Figure 1. Power grid.
Pins as bars on the die edge.
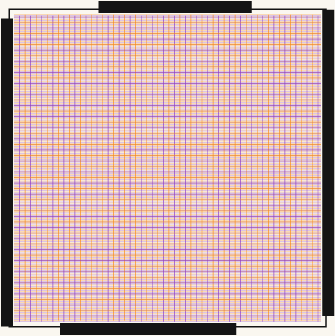
Figure 2. Cell classes on the final placement.
Bar = 200 um.
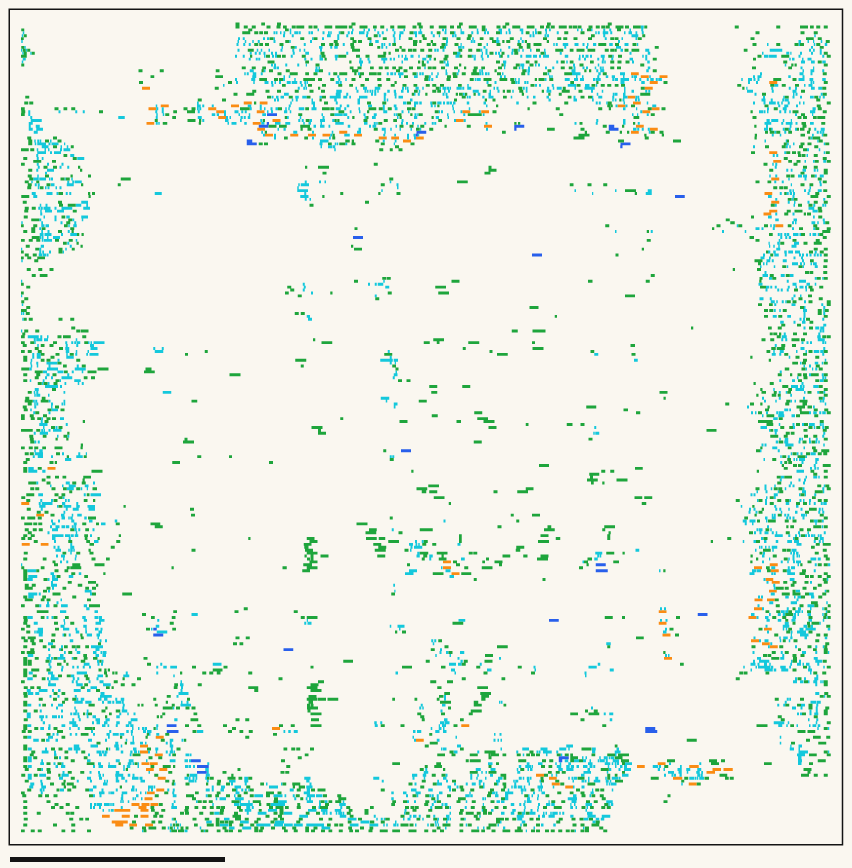
Figure 3. Clock distribution.
Bar = 200 um.
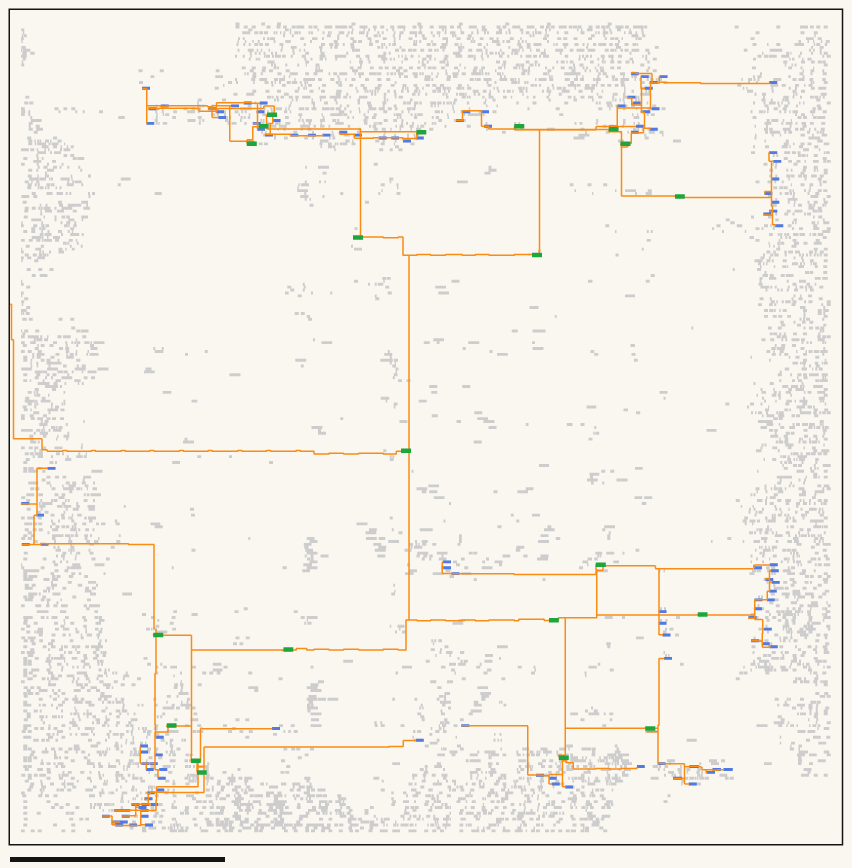
Figure 4. Wiring by layer.
Two of the layers only.
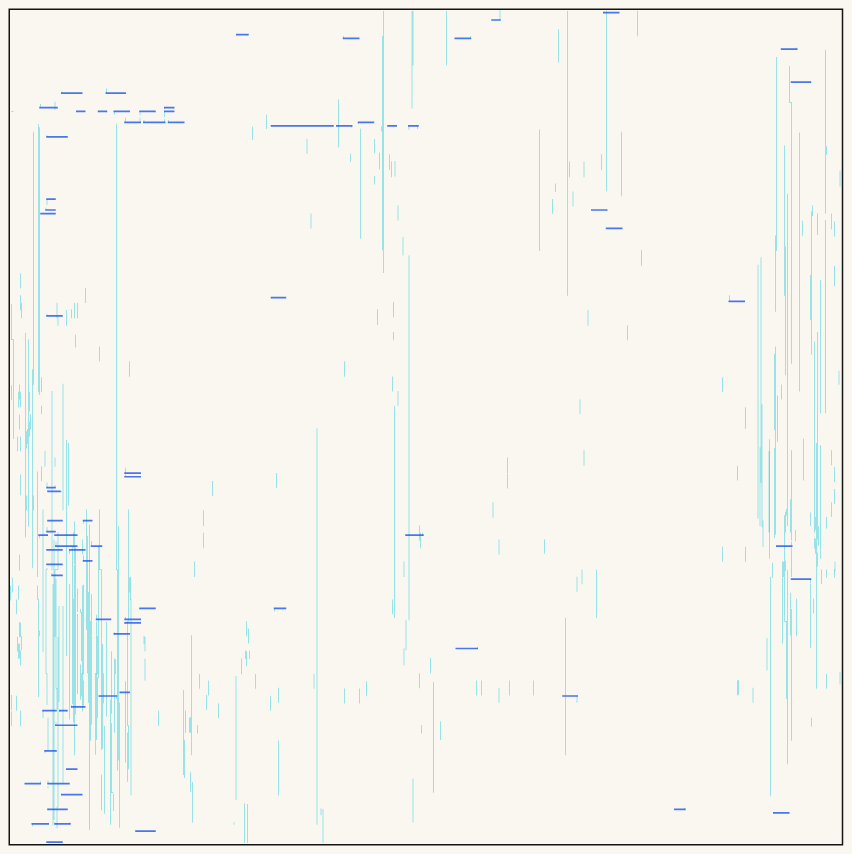
File: src/rtl/commit_unit_pkg.sv
// Shared types for the reorder-buffer commit path.
// Holds the buffer geometry, entry layout, execution state, functional unit,
// load/store width and the commit FSM state encoding.
package commit_unit_pkg;

  localparam int unsigned BUF_SIZE_LOG = 4;
  localparam int unsigned BUF_SIZE     = 2 ** BUF_SIZE_LOG;
  localparam int unsigned TAG_W        = BUF_SIZE_LOG + 1;
  localparam int unsigned XLEN         = 32;
  localparam int unsigned REG_W        = 5;

  typedef enum logic [2:0] {
    S_EMPTY,
    S_ISSUED,
    S_ADDR_GENERATED,
    S_EXECUTING,
    S_EXECUTED
  } state_t;

  typedef enum logic [1:0] {
    U_ALU,
    U_BRANCH,
    U_LOAD,
    U_STORE
  } unit_t;

  typedef enum logic [1:0] {
    LDST_BYTE,
    LDST_HALF,
    LDST_WORD
  } ldst_mode_t;

  // One reorder-buffer slot as seen by the commit unit.
  typedef struct packed {
    logic [TAG_W-1:0] tag;
    state_t           e_state;
    unit_t            unit;
    logic [REG_W-1:0] dest;
    logic [XLEN-1:0]  result;
    logic [XLEN-1:0]  a;
    logic [XLEN-1:0]  vk;
    ldst_mode_t       rwmm;
  } entry_t;

  typedef enum logic {
    C_IDLE,
    C_STORE_REQ
  } commit_state_t;

endpackage

File: src/rtl/commit_unit_tag_finder.sv
// tag_finder: combinational search of the reorder buffer for one tag.
// Ports:
//   entries - current buffer contents
//   tag     - tag to look for
//   hit     - some non-empty entry carries the tag
//   idx     - index of the matching entry (lowest index on duplicates)
//   ready   - the matching entry is in S_EXECUTED
module tag_finder
  import commit_unit_pkg::*;
#(
  parameter int unsigned BUF_SIZE_LOG = commit_unit_pkg::BUF_SIZE_LOG
) (
  input  entry_t                  entries [2**BUF_SIZE_LOG],
  input  logic [BUF_SIZE_LOG:0]   tag,
  output logic                    hit,
  output logic [BUF_SIZE_LOG-1:0] idx,
  output logic                    ready
);

  localparam int unsigned DEPTH = 2 ** BUF_SIZE_LOG;

  // Scan from the top down so the lowest matching index is the one kept.
  always_comb begin
    hit   = 1'b0;
    idx   = '0;
    ready = 1'b0;
    for (int i = int'(DEPTH) - 1; i >= 0; i--) begin
      if (entries[i].e_state != S_EMPTY && entries[i].tag == TAG_W'(tag)) begin
        hit   = 1'b1;
        idx   = BUF_SIZE_LOG'(i);
        ready = (entries[i].e_state == S_EXECUTED);
      end
    end
  end

endmodule

File: src/rtl/commit_unit.sv
// commit_unit: in-order retirement from the reorder buffer.
// Retires the head entry (slot 0) and, when COMMIT_DUAL_EN is defined, the
// entry after it (slot 1) in the same cycle. Stores go through a memory
// handshake before they retire.
// Ports:
//   clk, reset            - clock, synchronous active-low reset
//   entries               - current buffer contents
//   mem_ready             - data memory accepted the store this cycle
//   is_really_commited    - per-slot one-cycle commit pulse
//   is_commited_store     - committed slot was a store
//   commited_tags         - tag retired per slot
//   rf_we/rf_addr/rf_data - per-slot register-file write
//   mem_req/mem_addr/mem_wdata/mem_mode - store request to data memory
//   head_tag              - tag of the oldest uncommitted instruction
// Build option: COMMIT_DUAL_EN enables the second commit slot.
module commit_unit
  import commit_unit_pkg::*;
#(
  parameter int unsigned BUF_SIZE_LOG = commit_unit_pkg::BUF_SIZE_LOG
) (
  input  logic                  clk,
  input  logic                  reset,
  input  entry_t                entries [2**BUF_SIZE_LOG],
  input  logic                  mem_ready,
  output logic [1:0]            is_really_commited,
  output logic [1:0]            is_commited_store,
  output logic [BUF_SIZE_LOG:0] commited_tags [2],
  output logic [1:0]            rf_we,
  output logic [4:0]            rf_addr [2],
  output logic [31:0]           rf_data [2],
  output logic                  mem_req,
  output logic [31:0]           mem_addr,
  output logic [31:0]           mem_wdata,
  output ldst_mode_t            mem_mode,
  output logic [BUF_SIZE_LOG:0] head_tag
);

  localparam int unsigned DEPTH = 2 ** BUF_SIZE_LOG;
  localparam int unsigned TW    = BUF_SIZE_LOG + 1;

  // Tags run 1 .. 2*DEPTH-1 and wrap back to 1; tag 0 is reserved.
  function automatic logic [BUF_SIZE_LOG:0] next_tag(input logic [BUF_SIZE_LOG:0] t);
    return (t == TW'(2 * DEPTH - 1)) ? TW'(1) : t + TW'(1);
  endfunction

  commit_state_t           state;
  logic                    hit0;
  logic                    rdy0;
  logic [BUF_SIZE_LOG-1:0] idx0;
  logic                    take0;
  logic                    start_store;

  tag_finder #(.BUF_SIZE_LOG(BUF_SIZE_LOG)) u_find0 (
    .entries (entries),
    .tag     (head_tag),
    .hit     (hit0),
    .idx     (idx0),
    .ready   (rdy0)
  );

`ifdef COMMIT_DUAL_EN
  logic                    hit1;
  logic                    rdy1;
  logic [BUF_SIZE_LOG-1:0] idx1;
  logic [BUF_SIZE_LOG:0]   slot1_tag;
  logic                    take1;

  assign slot1_tag = next_tag(head_tag);

  tag_finder #(.BUF_SIZE_LOG(BUF_SIZE_LOG)) u_find1 (
    .entries (entries),
    .tag     (slot1_tag),
    .hit     (hit1),
    .idx     (idx1),
    .ready   (rdy1)
  );
`endif

  // Commit decisions for the current cycle.
  always_comb begin
    take0       = 1'b0;
    start_store = 1'b0;
    if (state == C_IDLE && hit0 && rdy0) begin
      if (entries[idx0].unit == U_STORE) start_store = 1'b1;
      else                               take0       = 1'b1;
    end
`ifdef COMMIT_DUAL_EN
    // Slot 1 rides along only behind a non-store slot 0 and never retires
    // stores or branches itself.
    take1 = take0 && hit1 && rdy1 &&
            entries[idx1].unit != U_STORE && entries[idx1].unit != U_BRANCH;
`endif
  end

  // Commit FSM with registered outputs; pulses default low every cycle.
  always_ff @(posedge clk) begin
    if (!reset) begin
      state              <= C_IDLE;
      head_tag           <= TW'(1);
      is_really_commited <= '0;
      is_commited_store  <= '0;
      rf_we              <= '0;
      for (int k = 0; k < 2; k++) begin
        commited_tags[k] <= '0;
        rf_addr[k]       <= '0;
        rf_data[k]       <= '0;
      end
      mem_req   <= 1'b0;
      mem_addr  <= '0;
      mem_wdata <= '0;
      mem_mode  <= LDST_BYTE;
    end else begin
      is_really_commited <= '0;
      is_commited_store  <= '0;
      rf_we              <= '0;
      for (int k = 0; k < 2; k++) begin
        commited_tags[k] <= '0;
        rf_addr[k]       <= '0;
        rf_data[k]       <= '0;
      end
      case (state)
        C_IDLE: begin
          if (start_store) begin
            // Latch the store so the request stays stable while waiting.
            state     <= C_STORE_REQ;
            mem_req   <= 1'b1;
            mem_addr  <= entries[idx0].a;
            mem_wdata <= entries[idx0].vk;
            mem_mode  <= entries[idx0].rwmm;
          end else if (take0) begin
            is_really_commited[0] <= 1'b1;
            commited_tags[0]      <= head_tag;
            rf_we[0]              <= (entries[idx0].dest != '0);
            rf_addr[0]            <= entries[idx0].dest;
            rf_data[0]            <= entries[idx0].result;
            head_tag              <= next_tag(head_tag);
`ifdef COMMIT_DUAL_EN
            if (take1) begin
              is_really_commited[1] <= 1'b1;
              commited_tags[1]      <= slot1_tag;
              rf_we[1]              <= (entries[idx1].dest != '0);
              rf_addr[1]            <= entries[idx1].dest;
              rf_data[1]            <= entries[idx1].result;
              head_tag              <= next_tag(slot1_tag);
            end
`endif
          end
        end
        C_STORE_REQ: begin
          if (mem_ready) begin
            state                 <= C_IDLE;
            mem_req               <= 1'b0;
            mem_addr              <= '0;
            mem_wdata             <= '0;
            mem_mode              <= LDST_BYTE;
            is_really_commited[0] <= 1'b1;
            is_commited_store[0]  <= 1'b1;
            commited_tags[0]      <= head_tag;
            head_tag              <= next_tag(head_tag);
          end
        end
        default: state <= C_IDLE;
      endcase
    end
  end

endmodule

File: config.mk
export PLATFORM = sky130hd
export DESIGN_NAME = commit_unit
export DESIGN_NICKNAME = d
export VERILOG_FILES = /design/src/rtl/commit_unit_pkg.sv /design/src/rtl/commit_unit_tag_finder.sv /design/src/rtl/commit_unit.sv
export SDC_FILE = /design/constraint.sdc
export NUM_CORES = 2
export LEC_CHECK = 0
export ABC_AREA = 1
export CAP_MARGIN = 20
export CORE_AREA = 10 10 764 766
export DETAILED_ROUTE_END_ITERATION = 8
export DIE_AREA = 0 0 774 776
export GPL_TIMING_DRIVEN = 0
export HOLD_SLACK_MARGIN = 0.03
export PLACE_DENSITY = 0.3
export SKIP_CTS_REPAIR_TIMING = 1
export SLEW_MARGIN = 20
export SYNTH_ARGS = -nofsm -noshare
export SYNTH_HDL_FRONTEND = slang
export SYNTH_SLANG_ARGS = --single-unit
export TNS_END_PERCENT = 50
File: constraint.sdc
create_clock -name clk -period 4.2 [get_ports clk]
set_input_delay 0.63 -clock clk [delete_from_list [all_inputs] [get_ports clk]]
set_output_delay 0.63 -clock clk [all_outputs]
set_load 0.01 [all_outputs]
==> out/metrics.csv <==
stage,metric,value,unit
outcome,outcome,"finished, violations left",
outcome,failing checks,setup timing,
grt,wire length of the first global-routing pass,652.4,mm
drt,metal2 WL,258.4,mm
placed_design,Port Buffer Count,1927,
placed_design,instance area after placement,52740,sq um
worst_setup_path,max incr delay on CP,0.39,ns
yosys,count of different cell masters after synthesis,42,
final_timing,largest clock skew in the final design,0.03355,ns
grt,global-route congestion overflow total,0,
power_and_ir_drop,Seq pwr share,0.058,
cells_and_area,fraction of the core area covered by cells at the end of the flow,0.1070,
yosys,most common flop cell mapped by yosys,dfxtp_1,
power_and_ir_drop,cell internal pwr,10.02,mW
worst_setup_path,number of cells traversed by the worst register-to-register path,27,
cells_and_area,Area-dominant class,non-clock buffers,
worst_hold_path,path category of the worst min-delay check,register to register,
yosys,biggest combinational cell group after synthesis,simple AND/OR/NAND/NOR gates,
yosys,post-synth area from yosys stat,22250,sq um
grt,met2 global-route usage,0.2946,
final_timing,total count of max-transition violations in the final report,0,
worst_setup_path,number of buffers and inverters on the critical path,9,
yosys,most repeated cell in the gate-level netlist after synthesis,nand3_1,
clock_tree,clock latency on the worst-skew pair,0.63,ns
cells_and_area,"most common cell after layout, fill and taps aside",clkdlybuf4s50_1,
drt,final routed wirelength across all metal layers,564.6,mm
worst_setup_path,flop2flop setup slack,-0.48,ns
grt,number of global-route vias before repair,43260,
final_timing,Worst-Margin Slew,1.044,ns
yosys,"area fraction in full adders, half adders and majority gates",0.001125,
power_and_ir_drop,switching share of power,0.6189,
run,number of warnings the tools reported,27,
floorplanning,number of ports placed on the die boundary,1973,
final_timing,final number of hold-violating endpoints,0,
cells_and_area,Top Registers,"mem_addr x32, mem_wdata x32, rf_data x32",
worst_setup_path,number of stages on the worst setup path,27,
final_timing,count of final setup violators,101,
cells_and_area,logic share of the area,0.3429,
worst_setup_path,nature of the critical path startpoint,register,
grt,pin count of the biggest net entering global routing,13,
worst_setup_path,startpoint of the most critical setup path,head_tag[0],
power_and_ir_drop,total clock network power,2.22,mW
worst_setup_path,kind of cell adding the most delay to the critical path,simple AND/OR/NAND/NOR gates,
clock_tree,number of buffers created by CTS,21,
cells_and_area,layout multi-input combinational cell count,3496,
yosys,Post-Syn Area,22250,sq um
final_timing,"Worst Setup Slack, final",-0.4834,ns
cells_and_area,fraction of area in clock buffers and inverters,0.01164,
placed_design,post-DP HPWL,504.9,mm
yosys,warnings from Yosys,0,
floorplanning,fp_density,0.03920,
final_timing,Max Freq,0.2135,GHz
clock_tree,clock sink count,118,
final_timing,final cycle utilization of the critical path,1.115,
power_and_ir_drop,fraction of power consumed by combinational cells,0.858,
cells_and_area,Comb gate area,20820,sq um
floorplanning,overall die area,600600,sq um
placed_design,setup slack after placement,-4.061,ns
yosys,most frequent cells after synthesis,"1,357 x nand3_1, 910 x nand2_1, 299 x a21oi_1, 238 x o21ai_0, 220 x clkbuf_1",
drt,residual DRC count,0,
yosys,yosys stat cell total,4153,
yosys,cell accounting for the most synthesized area,nand3_1,
## Picture notes: Figure 1
| colour | net |
|---|---|
| orange | VDD |
| purple | VSS |
met4 straps: 55
rows: 277

## Picture notes: Figure 2
| colour | class | cells |
|---|---|---|
| orange | flops | 118 |
| blue | clock drivers and dummy loads | 33 |
| cyan | combinational and other logic | 3,571 |
| green | other buffers and delay cells | 2,617 |

## Picture notes: Figure 3
[blue] flip-flops | count: 118
[green] clock drivers | count: 21
[orange] clock wires | length: 6,180 um
flops lie: spread over the die

## Picture notes: Figure 4
| colour | layer | wire length |
|---|---|---|
| cyan | metal 4 | 19,200 um |
| blue | metal 5 | 1,050 um |

Power and IR drop assume default switching activity.
